<file path="src/rtl/vga_pkg.sv">
// Shared types and constants for the VGA scan-out engine: frame-total helpers,
// stream FSM state and the colour-bar table used when VGA_TEST_PATTERN_EN is defined.
package vga_pkg;

   typedef enum logic {
      RESYNC = 1'b0,
      RUN    = 1'b1
   } vga_state_t;

   function automatic int h_total(input int active, input int fp, input int sync_w, input int bp);
      return active + fp + sync_w + bp;
   endfunction

   function automatic int v_total(input int active, input int fp, input int sync_w, input int bp);
      return active + fp + sync_w + bp;
   endfunction

   // {R,G,B} on/off flags, left to right: white, yellow, cyan, green, magenta, red, blue, black
   localparam logic [2:0] BAR_RGB [0:7] = '{3'b111, 3'b110, 3'b011, 3'b010,
                                           3'b101, 3'b100, 3'b001, 3'b000};

endpackage

</file>
<file path="src/rtl/vga_pixel_fifo.sv">
// Synchronous show-ahead FIFO: head always presents the oldest entry while not empty.
module vga_pixel_fifo #(
   parameter int WIDTH = 25,
   parameter int DEPTH = 16
) (
   input  logic             clk,
   input  logic             reset,
   input  logic             push,
   input  logic             pop,
   input  logic [WIDTH-1:0] din,
   output logic             full,
   output logic             empty,
   output logic [WIDTH-1:0] head
);

   localparam int AW = $clog2(DEPTH);

   logic [WIDTH-1:0] mem [DEPTH];
   logic [AW-1:0]    wr_ptr;
   logic [AW-1:0]    rd_ptr;
   logic [AW:0]      count;
   logic             do_push;
   logic             do_pop;

   assign full    = (count == (AW+1)'(DEPTH));
   assign empty   = (count == '0);
   assign head    = mem[rd_ptr];
   assign do_push = push && !full;
   assign do_pop  = pop && !empty;

   always_ff @(posedge clk) begin
      if (do_push) mem[wr_ptr] <= din;
   end

   always_ff @(posedge clk) begin
      if (reset) begin
         wr_ptr <= '0;
         rd_ptr <= '0;
         count  <= '0;
      end else begin
         if (do_push) wr_ptr <= wr_ptr + 1'b1;
         if (do_pop)  rd_ptr <= rd_ptr + 1'b1;
         case ({do_push, do_pop})
            2'b10:   count <= count + 1'b1;
            2'b01:   count <= count - 1'b1;
            default: count <= count;
         endcase
      end
   end

endmodule

</file>
<file path="src/rtl/vga_stream_out.sv">
// VGA scan-out: Avalon-ST {R,G,B} sink through a pixel FIFO onto DAC pins, frame-aligned on sop.
// Optional colour-bar generator and test_mode port when VGA_TEST_PATTERN_EN is defined.
module vga_stream_out
   import vga_pkg::*;
#(
   parameter int COLOR_W    = 8,
   parameter int H_ACTIVE   = 640,
   parameter int H_FP       = 16,
   parameter int H_SYNC     = 96,
   parameter int H_BP       = 48,
   parameter int V_ACTIVE   = 480,
   parameter int V_FP       = 10,
   parameter int V_SYNC     = 2,
   parameter int V_BP       = 33,
   parameter int HS_POL     = 0,
   parameter int VS_POL     = 0,
   parameter int FIFO_DEPTH = 16
) (
   input  logic                 clk,
   input  logic                 reset,
`ifdef VGA_TEST_PATTERN_EN
   input  logic                 test_mode,
`endif
   input  logic [3*COLOR_W-1:0] in_data,
   input  logic                 in_sop,
   input  logic                 in_valid,
   output logic                 in_ready,
   output logic                 underflow,
   input  logic                 clr_underflow,
   output logic [COLOR_W-1:0]   vga_r,
   output logic [COLOR_W-1:0]   vga_g,
   output logic [COLOR_W-1:0]   vga_b,
   output logic                 vga_hs,
   output logic                 vga_vs,
   output logic                 vga_blank_n,
   output logic                 vga_sync_n,
   output vga_state_t           dbg_state
);

   localparam int   H_TOTAL = h_total(H_ACTIVE, H_FP, H_SYNC, H_BP);
   localparam int   V_TOTAL = v_total(V_ACTIVE, V_FP, V_SYNC, V_BP);
   localparam int   HW      = $clog2(H_TOTAL);
   localparam int   VW      = $clog2(V_TOTAL);
   localparam int   DW      = 3 * COLOR_W;
   localparam int   BAR_W   = (H_ACTIVE >= 8) ? H_ACTIVE / 8 : 1;
   localparam logic HS_ON   = (HS_POL != 0);
   localparam logic VS_ON   = (VS_POL != 0);

   logic [HW-1:0] h_cnt;
   logic [VW-1:0] v_cnt;
   vga_state_t    state;
   logic          tm;
   logic          active, at_origin, hs_act, vs_act;
   logic          fifo_pop, fifo_full, fifo_empty;
   logic [DW:0]   fifo_head;
   logic          head_sop;
   logic [DW-1:0] head_data;
   logic          start_frame, lose_sync, uf_set;
   logic [DW-1:0] pix, bar_pix;
   logic [2:0]    bar_idx, bar_flags;

`ifdef VGA_TEST_PATTERN_EN
   assign tm = test_mode;
`else
   assign tm = 1'b0;
`endif

   // Handshake: a word transfers on a clock where in_valid && in_ready. in_ready comes
   // from the registered FIFO count only, so a pop in the same cycle never frees a slot early.
   assign in_ready   = !reset && !fifo_full && !tm;
   assign vga_sync_n = 1'b0;
   assign dbg_state  = state;

   assign active    = (int'(h_cnt) < H_ACTIVE) && (int'(v_cnt) < V_ACTIVE);
   assign at_origin = (h_cnt == '0) && (v_cnt == '0);
   assign hs_act    = (int'(h_cnt) >= H_ACTIVE + H_FP) && (int'(h_cnt) < H_ACTIVE + H_FP + H_SYNC);
   assign vs_act    = (int'(v_cnt) >= V_ACTIVE + V_FP) && (int'(v_cnt) < V_ACTIVE + V_FP + V_SYNC);
   assign head_sop  = fifo_head[DW];
   assign head_data = fifo_head[DW-1:0];

   assign bar_idx   = (int'(h_cnt) / BAR_W > 7) ? 3'd7 : 3'(int'(h_cnt) / BAR_W);
   assign bar_flags = BAR_RGB[bar_idx];
   assign bar_pix   = {{COLOR_W{bar_flags[2]}}, {COLOR_W{bar_flags[1]}}, {COLOR_W{bar_flags[0]}}};

   vga_pixel_fifo #(
      .WIDTH (DW + 1),
      .DEPTH (FIFO_DEPTH)
   ) u_fifo (
      .clk   (clk),
      .reset (reset),
      .push  (in_valid && in_ready),
      .pop   (fifo_pop),
      .din   ({in_sop, in_data}),
      .full  (fifo_full),
      .empty (fifo_empty),
      .head  (fifo_head)
   );

   // While out of sync, stale mid-frame words drain one per clock until a sop meets (0,0).
   always_comb begin
      fifo_pop    = 1'b0;
      start_frame = 1'b0;
      lose_sync   = 1'b0;
      uf_set      = 1'b0;
      pix         = '0;
      if (tm) begin
         if (active) pix = bar_pix;
      end else if (state == RESYNC) begin
         if (!fifo_empty) begin
            if (!head_sop) begin
               fifo_pop = 1'b1;
            end else if (at_origin) begin
               fifo_pop    = 1'b1;
               pix         = head_data;
               start_frame = 1'b1;
            end
         end
      end else if (active) begin
         if (fifo_empty) begin
            uf_set    = 1'b1;
            lose_sync = 1'b1;
         end else if (head_sop && !at_origin) begin
            lose_sync = 1'b1;
         end else begin
            fifo_pop = 1'b1;
            pix      = head_data;
         end
      end
   end

   always_ff @(posedge clk) begin
      if (reset) begin
         h_cnt       <= '0;
         v_cnt       <= '0;
         state       <= RESYNC;
         underflow   <= 1'b0;
         vga_r       <= '0;
         vga_g       <= '0;
         vga_b       <= '0;
         vga_blank_n <= 1'b0;
         vga_hs      <= ~HS_ON;
         vga_vs      <= ~VS_ON;
      end else begin
         if (h_cnt == HW'(H_TOTAL - 1)) begin
            h_cnt <= '0;
            v_cnt <= (v_cnt == VW'(V_TOTAL - 1)) ? '0 : v_cnt + 1'b1;
         end else begin
            h_cnt <= h_cnt + 1'b1;
         end

         if (tm || lose_sync)  state <= RESYNC;
         else if (start_frame) state <= RUN;

         if (uf_set)                     underflow <= 1'b1;
         else if (clr_underflow && !tm)  underflow <= 1'b0;

         {vga_r, vga_g, vga_b} <= pix;
         vga_blank_n           <= active;
         vga_hs                <= hs_act ? HS_ON : ~HS_ON;
         vga_vs                <= vs_act ? VS_ON : ~VS_ON;
      end
   end

endmodule

</file>
<file path="config.mk">
export PLATFORM = sky130hd
export DESIGN_NAME = vga_stream_out
export DESIGN_NICKNAME = d
export VERILOG_FILES = /design/src/rtl/vga_pkg.sv /design/src/rtl/vga_pixel_fifo.sv /design/src/rtl/vga_stream_out.sv
export SDC_FILE = /design/constraint.sdc
export NUM_CORES = 1
export LEC_CHECK = 0
export ABC_CLOCK_PERIOD_IN_PS = 5100
export CAP_MARGIN = 20
export CORE_MARGIN = 2
export CORE_UTILIZATION = 35
export CTS_CLUSTER_DIAMETER = 150
export DETAILED_ROUTE_END_ITERATION = 10
export PLACE_DENSITY = 0.53
export REMOVE_ABC_BUFFERS = 1
export SLEW_MARGIN = 20
export SYNTH_ARGS = -nofsm -noshare
export SYNTH_HDL_FRONTEND = slang
export SYNTH_HIERARCHICAL = 1
export SYNTH_SLANG_ARGS = --single-unit
export TNS_END_PERCENT = 30
</file>
<file path="constraint.sdc">
create_clock -name clk -period 5.1 [get_ports clk]
set_input_delay 1.02 -clock clk [delete_from_list [all_inputs] [get_ports clk]]
set_output_delay 1.02 -clock clk [all_outputs]
set_load 0.01 [all_outputs]
</file>
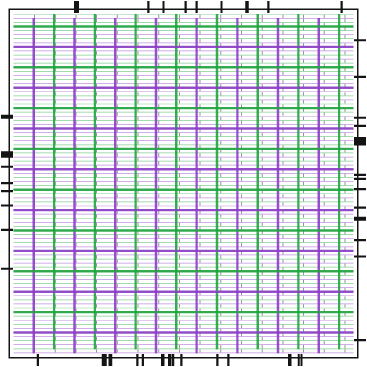
Fig. 1. PDN straps and rails.
(1.5 px per um) Pins as bars on the die edge. Tap cells in grey.
green -> VDD
purple -> VSS
met5 straps = 16
rows = 83

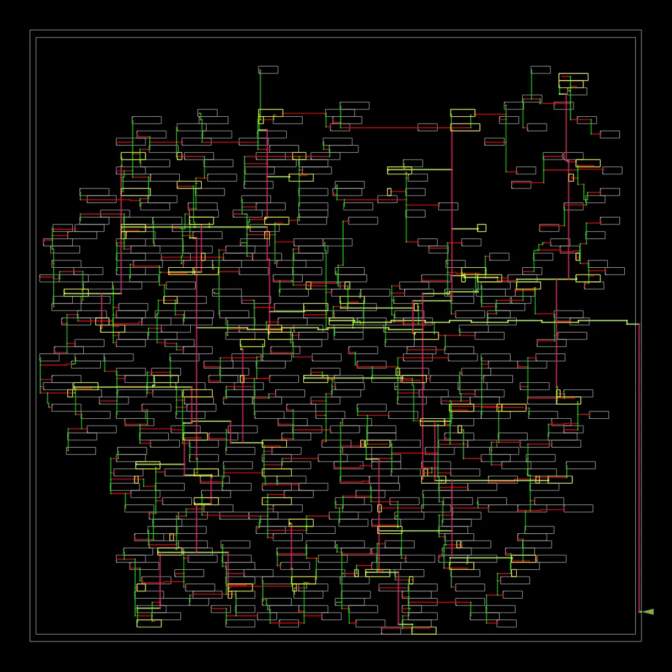
Fig. 2. The clock network.
worst skew pair latency: 0.58 ns
clock buffer count from CTS: 50
Clock group: 0.00365 W
number of clock sinks: 466
clock skew after layout: 0.01142 ns

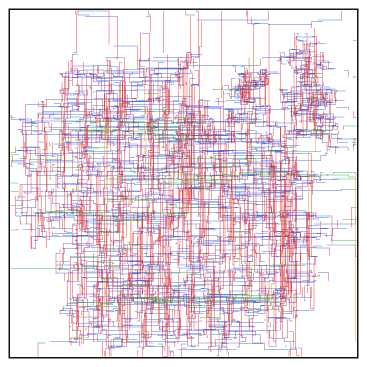
Fig. 3. Routed metal, one colour a layer.
(1.5 px per um)
red -> metal 2  # wire length 20.2 mm
blue -> metal 1  # wire length 17900 um
orange -> metal 4  # wire length 927 um
green -> metal 3  # wire length 2270 um

==> results.txt <==
Notes from the flow run.

Min path:
- The run puts the number of stages on the worst hold path at 1.
- The run gives the worst min-delay path category as reg2reg.

Detailed routing:
- The run puts the wire length after detailed routing at just over 40 mm.
- The run puts the number of routed nets with antenna violations at 0.
- The run puts the number of vias per cell at 5.218.
- The run gives the routed wire length per instance as about 23 um.
- Per the detail_route report, DRC violations left total 0.
- The run puts the initial detailed-routing violation count at 724.
- The run gives the via count as roughly 9300.
- The run puts the number of iterations in the first detailed-routing pass at 5.

Clock network:
- The root buffer cell chosen for the clock tree is clkbuf_16.
- The run puts the clock transition at the registers of the reported paths at approximately 0.06 ns.
- In this run, post-CTS repair resized a total of 0 instances.
- The run gives the clock tree from TritonCTS as built.
- The run gives the total of hold buffers inserted after clock tree synthesis as 0.
- The H-tree was split into 2 levels.
- The run puts the maximum buffer depth of the clock tree at 3.
- Once the clock tree was built, the setup fixing pass inserted 0 buffers.

Finish:
- The run puts the sequential cell area at around 0.013 mm2.
- u_fifo/mem holds more flip-flops than any other register.
- The run puts the total area of multi-input combinational cells at 0.004573 mm2.
- The top cell types in the final layout, fill and taps aside, are 400 x edfxtp_1, 100 x mux4_2, 64 x dfxtp_1.
- Of the cells placed in the final design, the portion with a size suffix greater than 1 is 0.2210.
- The run gives the number of nets in the layout as 1095.
- The run gives the number of flip-flops in the largest register as 400.
- The finished layout reports a core utilization of 0.4159.
- The run puts the relative area change from synthesis to final layout at 17.74%.
- The largest registers in the layout are u_fifo/mem: 400 flops, h_cnt: 10 flops, v_cnt: 10 flops.
- The run puts the tally of filler cells in the layout at roughly 4500.
- Per the cell usage report, the commonest logic cell in the layout is edfxtp_1.

Pwr:
- The run puts the combinational cell power at 0.00162 W.
- The run puts the fraction of power consumed by sequential logic at 0.454.
- The run puts the net switching fraction of the power at 0.2514.
- In this run the power spent charging and discharging nets is ~0.0024 W.
- Of the total power, the clock network draws 0.378.
- The internal power of the cells totals 0.007222 W.
- Per the OpenROAD power report, leakage power amounts to 6.786 nW.
- The worst-case IR drop observed on VDD is about 0.27 mV.
- The run gives the power per unit of standard cell area as between 400 and 500 mW/mm2.
- The run puts the power drawn by the sequential cells at around 0.0044 W.
- The power report attributes to the combinational group a share of 0.168.
- The run gives the heaviest power group as sequential cells.

Global routing:
- The global route stage reports its total congestion overflow as 0.
- The run gives the largest net degree at the start of global routing as 46.
- The run puts the via count of the first global-routing pass at approximately 9500.
- The run gives the initial antenna violation count as 1.
- In the global route stage, overall resource usage came out at 0.1547.
- The run puts the first-pass GRT wire length at 61.11 mm.

Flow run:
- The stage logs contain a warning count of 30.
- The run gives the number of maximum-capacitance constraint violations as 0.

Setup path:
- The run puts the worst endpoint required time at 5.55 ns.
- The run gives the startpoint-to-endpoint class of the critical path as reg2reg.
- The run puts the worst-path maximum fanout at 25.
- The run puts the data arrival time at the worst-slack endpoint at around 4.5 ns.
- STA classifies the critical path endpoint as a flop.
- STA classifies the critical path startpoint as a flop.
- STA shows the worst reg2reg path with a cell count of 15.

Synth:
- The run gives the post-synthesis average cell area as 18.51 um2.
- The run gives the count of cell types in the netlist as 70.
- The run puts the simple-gate portion of the synthesized area at 0.06186.
- The run puts the post-synthesis instance area at 0.01808 mm2.
- The run puts the share of the synthesized area in the top cell type at 0.6642.
- The run puts the fraction of synthesis flops using an asynchronous set or reset pin at 0.
- The run puts the count of flip-flops with a built-in enable after synthesis at 400.
- The run gives the area fraction in compound gates after synthesis as 0.03771.
- Of the total synthesized cell area, the portion taken by XOR and XNOR cells is 0.009687.
- The run gives the arithmetic-cell share of the synthesized area counting full adders, half adders and majority gates as 0.008303.
- The run puts the cell count in the Yosys report at a little under 1000.
- The synthesis stat section lists a flop and latch total of 466.
- Among the non-sequential cells, multiplexers take the most area.
- The run gives the yosys synthesis warning count as 6.
- The run gives the share of the yosys chip area belonging to registers as 0.7373.
- Yosys attributes the largest share of cell area to edfxtp_1 66%, mux4_2 12%, dfxtp_1 7.3%.
- Yosys reports that the most numerous cell types are 400 x edfxtp_1, 100 x mux4_2, 69 x nor2_1.
- The synthesized netlist has a Yosys-reported chip area of between 0.015 and 0.02 mm2.
- Of all cell types, the one taking the most synthesized area is edfxtp_1.
- In the synthesized netlist, the number of instances is slightly below 1000.
- Among all cell types in the netlist, the one instantiated most often is edfxtp_1.
- The commonest register cell is edfxtp_1.
- The run gives the mux share of post-synthesis cell area as 0.1268.

Timing:
- The run gives the maximum operating frequency as 0.2473 GHz.
- The run puts the minimum clock period after layout at ~4.0 ns.
- The run gives the final number of hold-violating endpoints as 0.
- The run puts the worst hold slack after final layout at 0.4856 ns.
- The run gives the worst relative slew slack as 0.2613.
- Setup repair after global routing left no endpoint under its margin.
- The run gives the max-slew violation count as 0.
- The run puts the slew at the pin with the worst max-slew slack at 1.105 ns.
- The run puts the share of the cycle needed by the critical path after routing at 0.7928.
- Endpoints with negative setup slack in the final report add up to 0.

Floorplan:
- The run gives the core area as 0.05120 mm2.
- From bottom edge to top edge, the die measures between 200 and 250 um.
- For this design the top-level I/O count stands at 60.
- The run puts the die extent in x at 231.3 um.
- Per the OpenROAD floorplan log, the area of the die is 0.05350 mm2.
- At the floorplan stage, the core utilization is reported as 0.3532.
- The run gives the number of standard-cell rows in the floorplan as between 80 and 90.

Placement:
- The run gives the number of buffers inserted by port buffering as 58.
- The HPWL after detailed placement is between 20 and 25 mm.
- After its last routability iteration, the placer logged a weighted congestion of 0.7378.

Run status:
- The run finished with clean final reports.
-- stage by stage --
step	setup slack, ns	cell area, um2	instances	power (W)	setup TNS, ns
3_3_place_gp	1.193	19580	1679	0.006093	0
6_report	1.057	21290	1776	0.009648	0
4_1_cts	1.053	21230	1772	0.009790	0
2_1_floorplan	-2.752	17810	919	0.005607	-54.36
3_5_place_dp	1.064	19580	1679	0.006108	0
5_1_grt	0.7209	21290	1775	0.01005	0
-- cell type report --
class                           count  share of cell area
Timing Repair Buffer               83             0.03843
Tap cell                          680             0.03996
Clock buffer                       66             0.06447
Antenna cell                        1           0.0001175
Multi-Input combinational cell    439              0.2148
Sequential cell                   466              0.6265
Inverter                           14            0.002468
Clock inverter                     27             0.01322
-- final timing paths --
path,slack (ns),endpoint,from
min,0.49,vga_vs,v_cnt[1]
max,1.06,u_fifo/count[4],u_fifo/count[2]
max reg2reg,1.06,u_fifo/count[4],u_fifo/count[2]
min reg2reg,0.49,vga_vs,v_cnt[1]
-- per-layer routing --
layer	vias to the layer above	wire length [um]	GRT usage
met5	-	0	0
met4	0	926	0.04859
met3	69	2270	0.02731
met2	247	20210	0.2558
met1	4872	17850	0.2082
li1	4080	-	-
-- critical path, stage by stage (launching register included) --
cell,delay [ns]
dfxtp_1,0.53
or4_4,0.28
nor2_1,0.13
or2_2,0.33
o32ai_4,0.20
buf_4,0.39
nor2b_1,0.38
o21ai_4,0.14
inv_1,0.08
ha_1,0.38
xor2_1,0.19
ha_1,0.24
nand2_1,0.07
o21ai_0,0.29
nor3_1,0.09
nand4bb_1,0.18
Power and IR drop assume default switching activity.
